**Run 1: wiring by layer**

(4 px per micron) Only two layers are drawn.
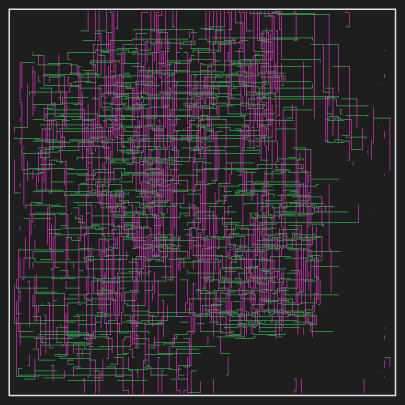
**Run 1: signal wires on met2**

(4 px per micron) Cells faint in the background.
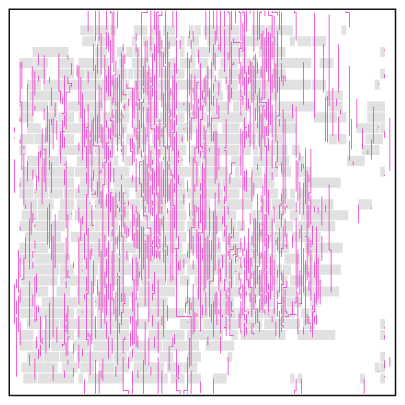
**Run 1: layout detail**

Window x 28 to 68, y 28 to 68 microns. Cells in gray, sequential cells in the stronger gray; small squares are vias.
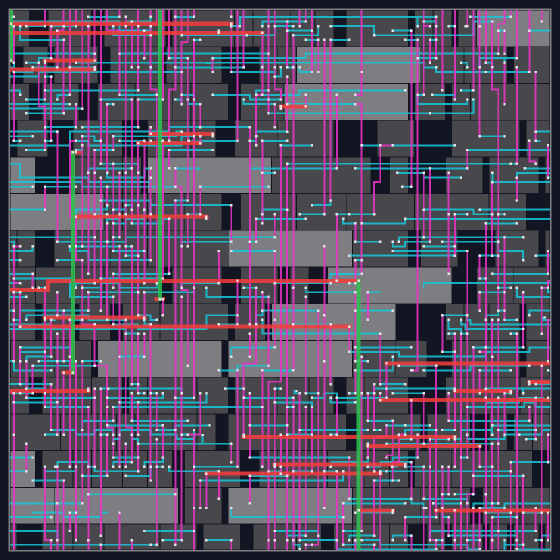
**Run 1: placed standard cells**

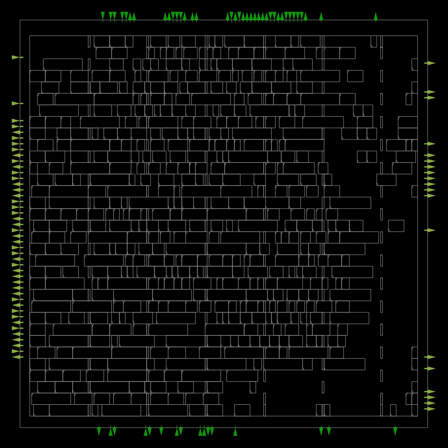
<file path="src/rtl/sys_pkg.sv">
// -----------------------------------------------------------------------------
// sys_pkg
// Shared definitions for the systolic-array loader:
//   - state_t      : loader FSM state encoding
//   - DEF_*        : default bus addresses and poll timeout
//   - CTRL_START   : command byte written to the control register
//   - adr_offset() : 16-bit modulo base + offset address helper
// -----------------------------------------------------------------------------
package sys_pkg;

    typedef enum logic [3:0] {
        IDLE      = 4'd0,
        LOAD_A    = 4'd1,
        LOAD_B    = 4'd2,
        START     = 4'd3,
        POLL      = 4'd4,
        POLL_CHK  = 4'd5,
        DRAIN     = 4'd6,
        DRAIN_CHK = 4'd7,
        DONE      = 4'd8
    } state_t;

    localparam logic [15:0] DEF_A_BASE   = 16'h0000;
    localparam logic [15:0] DEF_B_BASE   = 16'h0100;
    localparam logic [15:0] DEF_CTRL_ADR = 16'h0200;
    localparam logic [15:0] DEF_STAT_ADR = 16'h0201;
    localparam logic [15:0] DEF_S_BASE   = 16'h0300;
    localparam logic [15:0] DEF_POLL_MAX = 16'hFFFF;

    localparam logic [7:0]  CTRL_START   = 8'h01;
    localparam int          IDX_W        = 9;
    localparam logic [1:0]  LAST_RESULT  = 2'd3;

    // Base plus a small unsigned offset; wraps modulo 2^16 by construction.
    function automatic logic [15:0] adr_offset(input logic [15:0] base,
                                               input logic [IDX_W-1:0] off);
        return base + {{(16-IDX_W){1'b0}}, off};
    endfunction

endpackage

</file>
<file path="src/rtl/sys_loader_if.sv">
// -----------------------------------------------------------------------------
// sys_loader_if
// Systolic-array register bus. Reads have a fixed latency of one cycle:
// ibus_rdata is valid in the cycle after ren is asserted.
//   ren        : read strobe          (master -> slave)
//   ibus_radr  : read address         (master -> slave)
//   ibus_rdata : read data            (slave  -> master)
//   wen        : write strobe         (master -> slave)
//   ibus_wadr  : write address        (master -> slave)
//   ibus_wdata : write data           (master -> slave)
// -----------------------------------------------------------------------------
interface sys_loader_if;

    logic        ren;
    logic [15:0] ibus_radr;
    logic [15:0] ibus_rdata;
    logic        wen;
    logic [15:0] ibus_wadr;
    logic [15:0] ibus_wdata;

    modport master (
        output ren, ibus_radr, wen, ibus_wadr, ibus_wdata,
        input  ibus_rdata
    );

    modport slave (
        input  ren, ibus_radr, wen, ibus_wadr, ibus_wdata,
        output ibus_rdata
    );

endinterface

</file>
<file path="src/rtl/sys_rdskid.sv">
// -----------------------------------------------------------------------------
// sys_rdskid
// One-entry result holding register with a valid/ready output side.
// A load captures data/sat and raises r_valid; the entry is held unchanged
// until the consumer accepts it with r_ready.
//   clk, rst : clock, asynchronous active-high reset
//   load     : capture d_data/d_sat (only issued while the entry is empty)
//   d_data   : result word to capture
//   d_sat    : saturation flag to capture
//   r_valid  : entry holds a result
//   r_ready  : consumer accepts the result
//   r_data   : held result word
//   r_sat    : held saturation flag
// -----------------------------------------------------------------------------
module sys_rdskid (
    input  logic        clk,
    input  logic        rst,
    input  logic        load,
    input  logic [15:0] d_data,
    input  logic        d_sat,
    output logic        r_valid,
    input  logic        r_ready,
    output logic [15:0] r_data,
    output logic        r_sat
);

    // NOTE: registers are updated with non-blocking assignments so every
    // flop samples the pre-edge values of its neighbours.
    always_ff @(posedge clk or posedge rst) begin
        if (rst) begin
            r_valid <= 1'b0;
            r_data  <= 16'd0;
            r_sat   <= 1'b0;
        end else if (load) begin
            r_valid <= 1'b1;
            r_data  <= d_data;
            r_sat   <= d_sat;
        end else if (r_valid && r_ready) begin
            r_valid <= 1'b0;
        end
    end

endmodule

</file>
<file path="src/rtl/sys_loader.sv">
// -----------------------------------------------------------------------------
// sys_loader
// Streams 2N A-operands and 2N B-operands into a systolic array, starts it,
// polls its status register until finished (or timeout), then drains four
// result words to a valid/ready result stream.
//   clk, rst          : clock, asynchronous active-high reset
//   go, cfg_len       : start pulse and words-per-lane N (accepted in IDLE)
//   busy, done, err   : not-idle, one-cycle completion pulse, sticky error
//   s_valid/s_ready/s_data         : operand input stream
//   r_valid/r_ready/r_data/r_sat   : result output stream
//   ibus              : array register bus (master side)
// -----------------------------------------------------------------------------
module sys_loader
    import sys_pkg::*;
#(
    parameter logic [15:0] A_BASE   = DEF_A_BASE,
    parameter logic [15:0] B_BASE   = DEF_B_BASE,
    parameter logic [15:0] CTRL_ADR = DEF_CTRL_ADR,
    parameter logic [15:0] STAT_ADR = DEF_STAT_ADR,
    parameter logic [15:0] S_BASE   = DEF_S_BASE,
    parameter logic [15:0] POLL_MAX = DEF_POLL_MAX
) (
    input  logic        clk,
    input  logic        rst,

    input  logic        go,
    input  logic [7:0]  cfg_len,
    output logic        busy,
    output logic        done,
    output logic        err,

    input  logic        s_valid,
    output logic        s_ready,
    input  logic [15:0] s_data,

    output logic        r_valid,
    input  logic        r_ready,
    output logic [15:0] r_data,
    output logic        r_sat,

    sys_loader_if.master ibus
);

    state_t             state, state_nxt;
    logic [7:0]         n_q;
    logic [IDX_W-1:0]   idx_q;
    logic [15:0]        poll_q;
    logic [15:0]        stat_q;
    logic [1:0]         k_q;
    logic               err_q;

    logic [IDX_W-1:0]   beats_last;
    logic               go_accept, go_reject;
    logic               beat, lane_last;
    logic               poll_clr, poll_inc, poll_to, stat_cap;
    logic               skid_load, k_inc;
    logic               res_sat;

    // Index of the final beat of a lane: 2N-1 (N >= 1 is guaranteed on entry).
    assign beats_last = {1'b0, n_q} + {1'b0, n_q} - 9'd1;
    // Saturation bit for result k lives at status bit k+1 of the last poll.
    assign res_sat    = stat_q[{1'b0, k_q} + 3'd1];

    assign busy = (state != IDLE);
    assign err  = err_q;

    // -------------------------------------------------------------------------
    // State register
    // -------------------------------------------------------------------------
    always_ff @(posedge clk or posedge rst) begin
        if (rst) begin
            state <= IDLE;
        end else begin
            state <= state_nxt;
        end
    end

    // -------------------------------------------------------------------------
    // Next state, bus drive and control strobes
    // -------------------------------------------------------------------------
    // NOTE: every signal written here gets a default first, so no path can
    // leave one unassigned and infer a latch.
    always_comb begin
        state_nxt        = state;
        s_ready          = 1'b0;
        done             = 1'b0;
        ibus.wen         = 1'b0;
        ibus.ibus_wadr   = 16'd0;
        ibus.ibus_wdata  = 16'd0;
        ibus.ren         = 1'b0;
        ibus.ibus_radr   = 16'd0;
        go_accept        = 1'b0;
        go_reject        = 1'b0;
        beat             = 1'b0;
        lane_last        = 1'b0;
        poll_clr         = 1'b0;
        poll_inc         = 1'b0;
        poll_to          = 1'b0;
        stat_cap         = 1'b0;
        skid_load        = 1'b0;
        k_inc            = 1'b0;

        unique case (state)
            IDLE: begin
                if (go) begin
                    if (cfg_len != 8'd0) begin
                        go_accept = 1'b1;
                        state_nxt = LOAD_A;
                    end else begin
                        go_reject = 1'b1;
                    end
                end
            end

            LOAD_A, LOAD_B: begin
                s_ready = 1'b1;
                if (s_valid) begin
                    beat            = 1'b1;
                    lane_last       = (idx_q == beats_last);
                    ibus.wen        = 1'b1;
                    ibus.ibus_wadr  = adr_offset((state == LOAD_A) ? A_BASE : B_BASE,
                                                 idx_q);
                    ibus.ibus_wdata = s_data;
                    if (lane_last) begin
                        state_nxt = (state == LOAD_A) ? LOAD_B : START;
                    end
                end
            end

            START: begin
                ibus.wen        = 1'b1;
                ibus.ibus_wadr  = CTRL_ADR;
                ibus.ibus_wdata = {CTRL_START, n_q};
                poll_clr        = 1'b1;
                state_nxt       = POLL;
            end

            POLL: begin
                ibus.ren       = 1'b1;
                ibus.ibus_radr = STAT_ADR;
                state_nxt      = POLL_CHK;
            end

            POLL_CHK: begin
                stat_cap = 1'b1;
                if (ibus.ibus_rdata[0]) begin
                    state_nxt = DRAIN;
                end else if (poll_q + 16'd1 == POLL_MAX) begin
                    poll_to   = 1'b1;
                    state_nxt = IDLE;
                end else begin
                    poll_inc  = 1'b1;
                    state_nxt = POLL;
                end
            end

            DRAIN: begin
                ibus.ren       = 1'b1;
                ibus.ibus_radr = adr_offset(S_BASE, {7'd0, k_q});
                state_nxt      = DRAIN_CHK;
            end

            // First cycle here carries the read data; capture it, then hold
            // until the consumer accepts the result.
            DRAIN_CHK: begin
                if (!r_valid) begin
                    skid_load = 1'b1;
                end else if (r_ready) begin
                    k_inc     = 1'b1;
                    state_nxt = (k_q == LAST_RESULT) ? DONE : DRAIN;
                end
            end

            DONE: begin
                done      = 1'b1;
                state_nxt = IDLE;
            end

            default: begin
                state_nxt = IDLE;
            end
        endcase
    end

    // -------------------------------------------------------------------------
    // Datapath registers
    // -------------------------------------------------------------------------
    always_ff @(posedge clk or posedge rst) begin
        if (rst) begin
            n_q    <= 8'd0;
            idx_q  <= '0;
            poll_q <= 16'd0;
            stat_q <= 16'd0;
            k_q    <= 2'd0;
            err_q  <= 1'b0;
        end else begin
            if (go_accept) begin
                n_q   <= cfg_len;
                idx_q <= '0;
                k_q   <= 2'd0;
                err_q <= 1'b0;
            end
            if (go_reject || poll_to) begin
                err_q <= 1'b1;
            end
            if (beat) begin
                idx_q <= lane_last ? '0 : idx_q + 9'd1;
            end
            if (poll_clr) begin
                poll_q <= 16'd0;
            end else if (poll_inc) begin
                poll_q <= poll_q + 16'd1;
            end
            if (stat_cap) begin
                stat_q <= ibus.ibus_rdata;
            end
            if (k_inc) begin
                k_q <= k_q + 2'd1;
            end
        end
    end

    // -------------------------------------------------------------------------
    // Result holding register
    // -------------------------------------------------------------------------
    sys_rdskid u_rdskid (
        .clk     (clk),
        .rst     (rst),
        .load    (skid_load),
        .d_data  (ibus.ibus_rdata),
        .d_sat   (res_sat),
        .r_valid (r_valid),
        .r_ready (r_ready),
        .r_data  (r_data),
        .r_sat   (r_sat)
    );

endmodule

</file>
<file path="src/flat_wrapper.sv">
// flat-port wrapper written by rule: the top's interface ports become plain ports
module sys_loader_flat import sys_pkg::*;
#(
    parameter logic [15:0] A_BASE   = DEF_A_BASE,
    parameter logic [15:0] B_BASE   = DEF_B_BASE,
    parameter logic [15:0] CTRL_ADR = DEF_CTRL_ADR,
    parameter logic [15:0] STAT_ADR = DEF_STAT_ADR,
    parameter logic [15:0] S_BASE   = DEF_S_BASE,
    parameter logic [15:0] POLL_MAX = DEF_POLL_MAX
)
  (clk, rst, go, cfg_len, busy, done, err, s_valid, s_ready, s_data, r_valid, r_ready, r_data, r_sat, ibus_ren, ibus_ibus_radr, ibus_wen, ibus_ibus_wadr, ibus_ibus_wdata, ibus_ibus_rdata);
  sys_loader_if ibus_i ();
  input  logic clk;
  input  logic rst;
  input  logic go;
  input  logic [7:0] cfg_len;
  output logic busy;
  output logic done;
  output logic err;
  input  logic s_valid;
  output logic s_ready;
  input  logic [15:0] s_data;
  output logic r_valid;
  input  logic r_ready;
  output logic [15:0] r_data;
  output logic r_sat;
  output wire logic [$bits(ibus_i.ren)-1:0] ibus_ren;
  output wire logic [$bits(ibus_i.ibus_radr)-1:0] ibus_ibus_radr;
  output wire logic [$bits(ibus_i.wen)-1:0] ibus_wen;
  output wire logic [$bits(ibus_i.ibus_wadr)-1:0] ibus_ibus_wadr;
  output wire logic [$bits(ibus_i.ibus_wdata)-1:0] ibus_ibus_wdata;
  input wire logic [$bits(ibus_i.ibus_rdata)-1:0] ibus_ibus_rdata;
  assign ibus_ren = ibus_i.ren;
  assign ibus_ibus_radr = ibus_i.ibus_radr;
  assign ibus_wen = ibus_i.wen;
  assign ibus_ibus_wadr = ibus_i.ibus_wadr;
  assign ibus_ibus_wdata = ibus_i.ibus_wdata;
  assign ibus_i.ibus_rdata = ibus_ibus_rdata;
  sys_loader #(.A_BASE(A_BASE), .B_BASE(B_BASE), .CTRL_ADR(CTRL_ADR), .STAT_ADR(STAT_ADR), .S_BASE(S_BASE), .POLL_MAX(POLL_MAX)) u_core (.clk(clk), .rst(rst), .go(go), .cfg_len(cfg_len), .busy(busy), .done(done), .err(err), .s_valid(s_valid), .s_ready(s_ready), .s_data(s_data), .r_valid(r_valid), .r_ready(r_ready), .r_data(r_data), .r_sat(r_sat), .ibus(ibus_i));
endmodule
</file>
<file path="config.mk">
export PLATFORM = sky130hd
export DESIGN_NAME = sys_loader_flat
export DESIGN_NICKNAME = d
export VERILOG_FILES = /design/src/rtl/sys_pkg.sv /design/src/rtl/sys_loader_if.sv /design/src/rtl/sys_rdskid.sv /design/src/rtl/sys_loader.sv /design/src/flat_wrapper.sv
export SDC_FILE = /design/constraint.sdc
export NUM_CORES = 1
export LEC_CHECK = 0
export CORE_MARGIN = 2
export CORE_UTILIZATION = 48
export CTS_CLUSTER_DIAMETER = 30
export DETAILED_ROUTE_END_ITERATION = 7
export GPL_TIMING_DRIVEN = 1
export PLACE_DENSITY = 0.81
export SETUP_SLACK_MARGIN = 0.2
export SLEW_MARGIN = 10
export SYNTH_ARGS = -nofsm -noshare
export SYNTH_HDL_FRONTEND = slang
export SYNTH_SLANG_ARGS = --single-unit
</file>
<file path="constraint.sdc">
create_clock -name clk -period 2.85 [get_ports clk]
set_clock_uncertainty 0.15 [all_clocks]
set_input_delay 0.57 -clock clk [delete_from_list [all_inputs] [get_ports clk]]
set_output_delay 0.57 -clock clk [all_outputs]
set_load 0.01 [all_outputs]
</file>
==> summary.txt, run 1 <==
Observations from the implementation run.

Cells and area:
- Once layout is done, the placed cells without fillers occupy about 5700 sq um.
- The run puts the multi-input combinational gate total at around 320.
- The final layout report lists a non-clock buffer count of around 140.
- The layout summary lists the proportion of cells stronger than drive strength 1 as 0.255.
- The run gives the relative area of clock buffers and inverters in the final design as 0.0302.
- Of the total standard cell area in the layout, the multi-input combinational portion is 0.406.
- The run gives the number of fill cells as 604.
- The finished layout holds 659 standard cells, fillers aside.

Critical path:
- The run puts the peak per-stage delay on the critical path at between 400 and 500 ps.
- The run gives the total stage count of the critical path as 7.
- STA reports a reg2reg setup slack of about 200 ps.
- The run gives the startpoint of the most critical setup path as u_core.state[1].
- Looking at the reg2reg group, the worst path ends at u_core.idx_q[5].
- The worst setup path is captured at an output port.
- In this run the critical path is formed by buf_4 > buf_6 > nor2_2 > nand3_2 > ha_1 > and3_1 > dlygate4sd2_1.
- The slowest stage of the critical path belongs to the cell sky130_fd_sc_hd__dfrtp_1.
- The run gives the launching point of the worst reg2reg path as u_core.n_q[0].

Synth:
- The run gives the multiplexer area fraction after synthesis as 0.117.
- The run puts the number of different library cells in the post-synthesis netlist at approximately 60.
- The run gives the prevailing post-synth register cell as sky130_fd_sc_hd__dfrtp_1.
- For reference, the top cells by count after synthesis are sky130_fd_sc_hd__dfrtp_1, sky130_fd_sc_hd__mux2_2, sky130_fd_sc_hd__nand2_1.
- The run gives the gate count after technology mapping as ~420.
- The run puts the number of warnings reported in the yosys synthesis log at 0.
- The run gives the post-synth area from yosys stat as a little over 4000 sq um.
- The run gives the count of library flops with an enable pin as 0.

Placement:
- The placement summary gives the final routability congestion estimate as roughly 0.9.
- The run puts the setup slack after placement at -36.9 ps.
- The run puts the post-placement cell area at 5180 sq um.

Routing:
- Per the detail_route report, vias per standard cell equal about 5.6.
- The run gives the count of routing violations after the opening detailed-route iteration as ~210.

CTS:
- The run puts the clock transition at the register clock pins on the worst setup and hold paths after CTS at roughly 80 ps.
- TritonCTS built the clock tree.
- The run gives the maximum buffer depth of the clock tree as 2.
- The run gives the clock latency reported for the late side of the worst-skew pair as ~340 ps.
- The run gives the clock sink count as 66.
- The run gives the number of hold buffers added after CTS as 0.

Global route:
- The run puts the number of global-route vias before repair at 3492.
- The run gives the routing usage on met3 as 0.0525.
- The initial antenna violation count is 0.

Status:
- The flow ran to the end, and the final reports show no timing, DRC or antenna violations.

Power and ir drop:
- The run gives the highest-power group as combinational logic.
- For the combinational group, total power comes out at 0.00268 W.

Min path:
- In the hold report, the worst path ends at u_core.u_rdskid.r_data[6].
- The path class of the tightest hold or removal check is flip-flop to flip-flop.

Timing:
- Setup violations remaining at the end of the flow were counted as 0.

Floorplanning:
- The floorplan step records an initial core utilization of 0.497.
## Picture notes: 'wiring by layer'
color	layer	wire length
green	metal 1	4480 microns
magenta	metal 2	5510 microns

## Picture notes: 'signal wires on met2'
longest straight run	32.0 microns
nets with wire on the layer	544
share of all routed wire	51%

## Picture notes: 'layout detail'
color	layer
cyan	metal 1
green	metal 4
red	metal 3
magenta	metal 2
sequential cells in the window	12
netlist names of flops here include	u_core.poll_q (4), u_core.state (4), u_core.idx_q (3)
most frequent	buf_4 (16)
cells with their middle in the window	156

## Picture notes: 'placed standard cells'
post-route core utilization: 0.691
final sequential cell count: 66
CORE AREA: 8220 sq um

run 1: per-layer routing:
| layer | wire length, microns | share of wire | vias up |
|---|---|---|---|
| li1 | - | - | 1751 |
| met1 | 4480 | 0.41 | 1799 |
| met2 | 5510 | 0.51 | 139 |
| met3 | 752 | 0.069 | 16 |
| met4 | 144 | 0.013 | 0 |
| met5 | 0 | 0 | - |
run 1: sequential cells by signal, summed over array words and instances (netlist names):
name / cells
u_core.u_rdskid.r_data: 16
u_core.u_rdskid.r_valid: 1
u_core.u_rdskid.r_sat: 1
u_core.state: 4
u_core.stat_q: 8
u_core.k_q: 2
u_core.n_q: 8
u_core.err: 1
u_core.idx_q: 9
u_core.poll_q: 16
**Run 1: pin map**

(4 px per micron) Pins as bars across the die edge, other pins in gray.
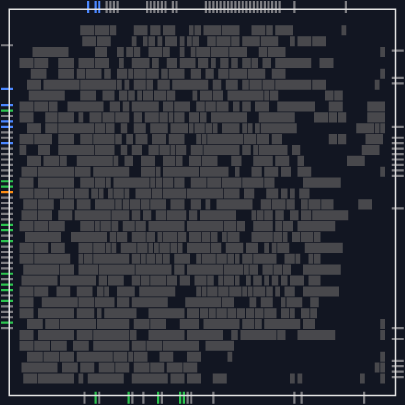

--- run 2 (diff from run 1) ---
Settings changed: REMOVE_ABC_BUFFERS from default to 1.
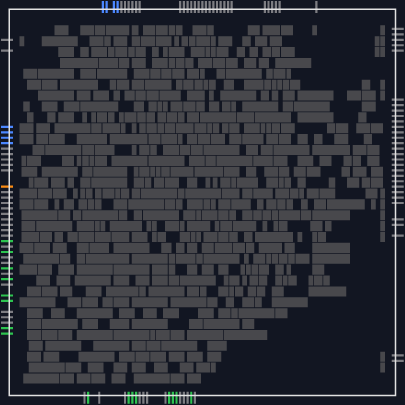
**Above:** run 2 (pin map).
(4 px per micron) Pins as bars across the die edge, other pins in gray.
color	port	pins	direction	edge
orange	go	1	input	west
green	ibus_ibus_rdata	16	input	8 south, 8 west
blue	cfg_len	8	input	4 north, 4 west
all pins by edge	37 west, 31 north, 30 east, 19 south
overall die height: 96.2 microns
Die X: 96.2 microns
count of input and output buffers: 98

==> summary.txt, run 2 <==
Observations from the implementation run.

CTS:
- The run gives the clock transition at the register clock pins on the worst setup and hold paths after CTS as 80 ps (about the same).
- The clock sink count was 66 (unchanged).
- The run gives the CTS tree as yes.
- The number of hold buffers added after CTS was 0 (unchanged).
- The run gives the clock latency reported for the late side of the worst-skew pair as 370 ps (+30 ps).

Critical path:
- Walking the worst path, the cells encountered are or4_4 > nor3_4 > nor4b_4 > a31oi_4 > o31a_1 > buf_4 > a221o_1.
- The total stage count of the critical path was 7 (unchanged).
- The run gives the category of the worst setup path capture point as a flip-flop.
- The run gives the peak per-stage delay on the critical path as 550 ps (+130 ps).
- The timing report shows that the slowest cell on the worst path is sky130_fd_sc_hd__or4_4.

Cells and area:
- The number of fill cells was 575 (-4.8%).
- The multi-input combinational gate total is 316 (+0.32%).
- The largest registers in the layout are u_core.poll_q: 16 flops, u_core.u_rdskid.r_data: 16 flops, u_core.idx_q: 9 flops.
- The area of all placed cells without fillers is 5780 sq um (+1.8%).
- The run puts the number of non-clock buffers in the layout at 145 (+2.8%).
- The number of standard cells in the final layout excluding fillers came to 664 (+0.76%).
- The run gives the post-layout utilization of the core as 0.703 (+0.0126).
- The run gives the proportion of layout cells with a drive suffix above 1 as 0.286 (+0.0317).
- The relative area of clock buffers and inverters in the final design came to 0.0390 (+0.00877).

Global route:
- The run puts the routing usage on met3 at 0.0423 (-0.0102).
- The run puts the initial antenna violation count at 0 (unchanged).
- The number of global-route vias before repair was 3688 (+5.6%).

Synth:
- The run gives the number of different library cells in the post-synthesis netlist as 61 (unchanged).
- The number of warnings reported in the yosys synthesis log is 0 (unchanged).
- The run puts the post-synth area from yosys stat at 4080 sq um (unchanged).
- The run gives the count of library flops with an enable pin as 0 (unchanged).
- The run gives the prevailing post-synth register cell as sky130_fd_sc_hd__dfrtp_1.
- The run puts the gate count after technology mapping at 419 (unchanged).
- Counting instances in the post-synthesis netlist gives the leading cell types as sky130_fd_sc_hd__dfrtp_1, sky130_fd_sc_hd__mux2_2, sky130_fd_sc_hd__nand2_1.
- The multiplexer area fraction after synthesis is 0.117 (unchanged).

Min path:
- The most critical min-delay path falls under input pin to async pin.

Power and ir drop:
- Looking at the group totals, the largest power group turns out to be combinational logic.
- The reported combinational group power came to 0.00280 W (+4%).

Placement:
- The run gives the setup slack after placement as -71.3 ps (-34.4 ps).
- The routability-driven placement congestion ratio is 0.851 (-3.5%).
- The run puts the post-placement cell area at 5180 sq um (about the same).

Routing:
- The run gives the highest metal layer used by the detailed router as met4.
- The run puts the wire length on met1 at 4610 microns (+2.8%).
- The run gives the count of routing violations after the opening detailed-route iteration as 231 (+10%).
- The total met3 wirelength after detailed routing was 995 microns (+32%).
- The met2 wire length is 5910 microns (+7.4%).
- The post-detailed-route via-to-cell ratio came to 5.87 (+4.4%).

Status:
- The flow ran to the end, and the final reports show no timing, DRC or antenna violations.

Floorplanning:
- The run puts the core box area at 8220 sq um (unchanged).
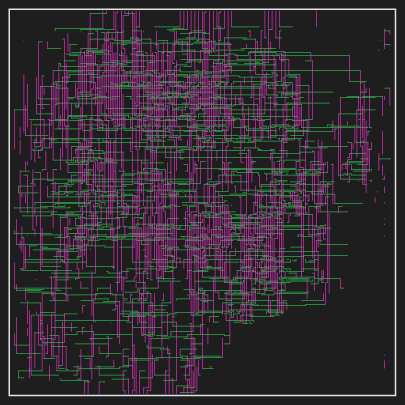
**Above:** run 2 (wiring by layer).
(4 px per micron) Only two layers are drawn.
color	layer	wire length
magenta	metal 2	5920 microns
green	metal 1	4610 microns

run 2: cell types whose count changed in the layout (fill, tap and decap cells not counted), sizes merged:
cell           change
bufinv             +2
clkdlybuf4s15      +1
clkinv             -1
clkbuf             -4
clkdlybuf4s50      -6
dlymetal6s2s      -12
dlygate4sd2       +16
buf                +8
inv                +2
clkinvlp           -2
a21oi              +1
run 2: worst paths after layout:
check | end | start | slack, ps
worst max-delay path | u_core.idx_q[5] | u_core.n_q[1] | 150
worst min-delay path | u_core.u_rdskid.r_data[11] | rst | 290
worst max register to register | u_core.idx_q[5] | u_core.n_q[1] | 150
worst min register to register | u_core.stat_q[3] | u_core.stat_q[3] | 350
max in group asynchronous | u_core.n_q[2] | rst | 1560
min in group clk | u_core.stat_q[3] | u_core.stat_q[3] | 350
--- run 3 (diff from run 2) ---
Settings changed: ABC_CLOCK_PERIOD_IN_PS from default to 2850.
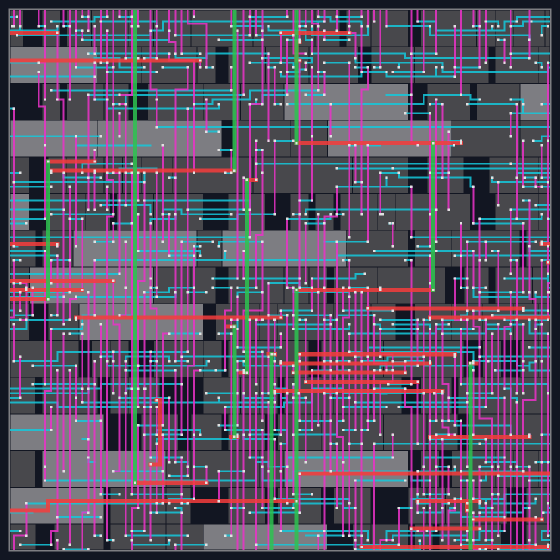
**Above:** run 3 (layout detail).
Window x 28 to 68, y 28 to 68 microns. Cells in gray, sequential cells in the stronger gray; small squares are vias.
color	layer
magenta	metal 2
green	metal 4
red	metal 3
cyan	metal 1
sequential cells in the window	14
most frequent	buf_4 (19)
netlist names of flops here include	u_core.poll_q (5), u_core.state (4), u_core.stat_q (3)
cells with their middle in the window	156

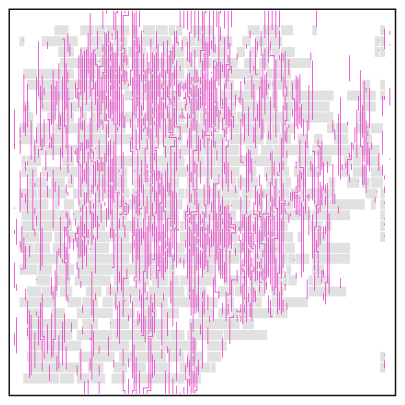
**Above:** run 3 (signal wires on met2).
(4 px per micron) Cells faint in the background.
main direction	vertical
wire length on this layer	5920 microns
longest straight run	28.9 microns

==> summary.txt, run 3 <==
Observations from the implementation run.

Status:
- The flow ran to the end, and the final reports show no timing, DRC or antenna violations.

Synth:
- The run puts the post-synth area from yosys stat at 4080 sq um (unchanged).
- The area fraction of the largest cell type after synthesis is 0.405.
- The multiplexer area fraction after synthesis came to 0.117 (unchanged).
- The run puts the number of different library cells in the post-synthesis netlist at 61 (unchanged).
- Per the post-synthesis stats, the area per cell is between 9 and 10 sq um.
- Looking at the cell usage after synthesis, the top flip-flop cell is sky130_fd_sc_hd__dfrtp_1.
- The gate count after technology mapping was 419 (unchanged).
- The run gives the count of library flops with an enable pin as 0 (unchanged).
- Of the total synthesized cell area, the portion taken by AND-OR and OR-AND cells is 0.142.
- The run gives the number of warnings reported in the yosys synthesis log as 0 (unchanged).
- The commonest cells after synthesis are sky130_fd_sc_hd__dfrtp_1, sky130_fd_sc_hd__mux2_2, sky130_fd_sc_hd__nand2_1.

Cells and area:
- The run gives the post-layout utilization of the core as 0.703 (unchanged).
- The run puts the proportion of layout cells with a drive suffix above 1 at 0.286 (unchanged).
- The run gives the area of all placed cells without fillers as 5780 sq um (unchanged).
- The run puts the number of fill cells at 575 (unchanged).
- The run gives the number of standard cells in the final layout excluding fillers as 664 (unchanged).
- Summing all multi-input logic gate instances after layout gives roughly 2400 sq um.
- The registers reported with the highest flop counts are u_core.poll_q: 16 flops, u_core.u_rdskid.r_data: 16 flops, u_core.idx_q: 9 flops.

Placement:
- The run puts the post-placement cell area at 5180 sq um (unchanged).
- The routability-driven placement congestion ratio is 0.851 (unchanged).
- The run gives the setup slack after placement as -71.3 ps (unchanged).
- The number of port buffers came to 98 (unchanged).

Critical path:
- On the critical path, the stage with the largest delay is an instance of sky130_fd_sc_hd__or4_4.
- The run gives the reg-to-reg setup timing slack as 150 ps (about the same).
- The run puts the peak per-stage delay on the critical path at 550 ps (about the same).
- The run gives the startpoint of the most critical setup path as u_core.n_q[1].
- The worst register-to-register path begins at u_core.n_q[1].
- The run gives the capture point of the critical path as u_core.idx_q[5].
- Looking at the critical path, the highest net fanout was 7.
- In this run the critical path is formed by or4_4 > nor3_4 > nor4b_4 > a31oi_4 > o31a_1 > buf_4 > a221o_1.

Floorplanning:
- The run puts the core box area at 8220 sq um (unchanged).
- The height of the die was 96.2 microns (unchanged).
- The run puts the die boundary width at 96.2 microns (unchanged).

Routing:
- The run puts the met2 wire length at 5910 microns (unchanged).
- The run gives the wire length on met1 as 4610 microns (unchanged).
- The post-detailed-route via-to-cell ratio came to 5.87 (unchanged).
- After detailed routing, no signal wire sits above met4.
- The count of routing violations after the opening detailed-route iteration is 231 (unchanged).
- The total met3 wirelength after detailed routing came to 995 microns (unchanged).

Global route:
- The run puts the number of global-route vias before repair at 3688 (unchanged).
- The run puts the initial antenna violation count at 0 (unchanged).
- The run gives the routing usage on met3 as 0.0423 (unchanged).

Timing:
- The final timing summary puts the cycle share of the worst path at 0.948.

CTS:
- The run gives the number of hold buffers added after CTS as 0 (unchanged).
- The clock latency reported for the late side of the worst-skew pair was 370 ps (about the same).
- The run gives the clock transition at the register clock pins on the worst setup and hold paths after CTS as 80 ps (about the same).
- The run puts the clock sink count at 66 (unchanged).

Min path:
- The run gives the worst hold path class as input pin to async pin.
==> run 3: cell counts in the layout (fill, tap and decap cells not counted) <==
No cell type changed its count.
==> run 3: power by group <==
part / leakage (nW) / internal [W] / total (W) / switching, W
logic: 1.79 / 0.00147 / 0.00280 / 0.00133
registers: 0.822 / 0.00127 / 0.00158 / 0.000316
clock network: 0.106 / 0.000499 / 0.000920 / 0.000420
==> run 3: area by class of cell <==
class	count	area share
Inverter	16	0.0108
Tap cell	105	0.0227
Sequential cell	66	0.288
Clock buffer	9	0.0214
Clock inverter	7	0.0175
Multi-Input combinational cell	316	0.413
Timing Repair Buffer	145	0.227
Power is estimated from default activity; no workload was simulated.
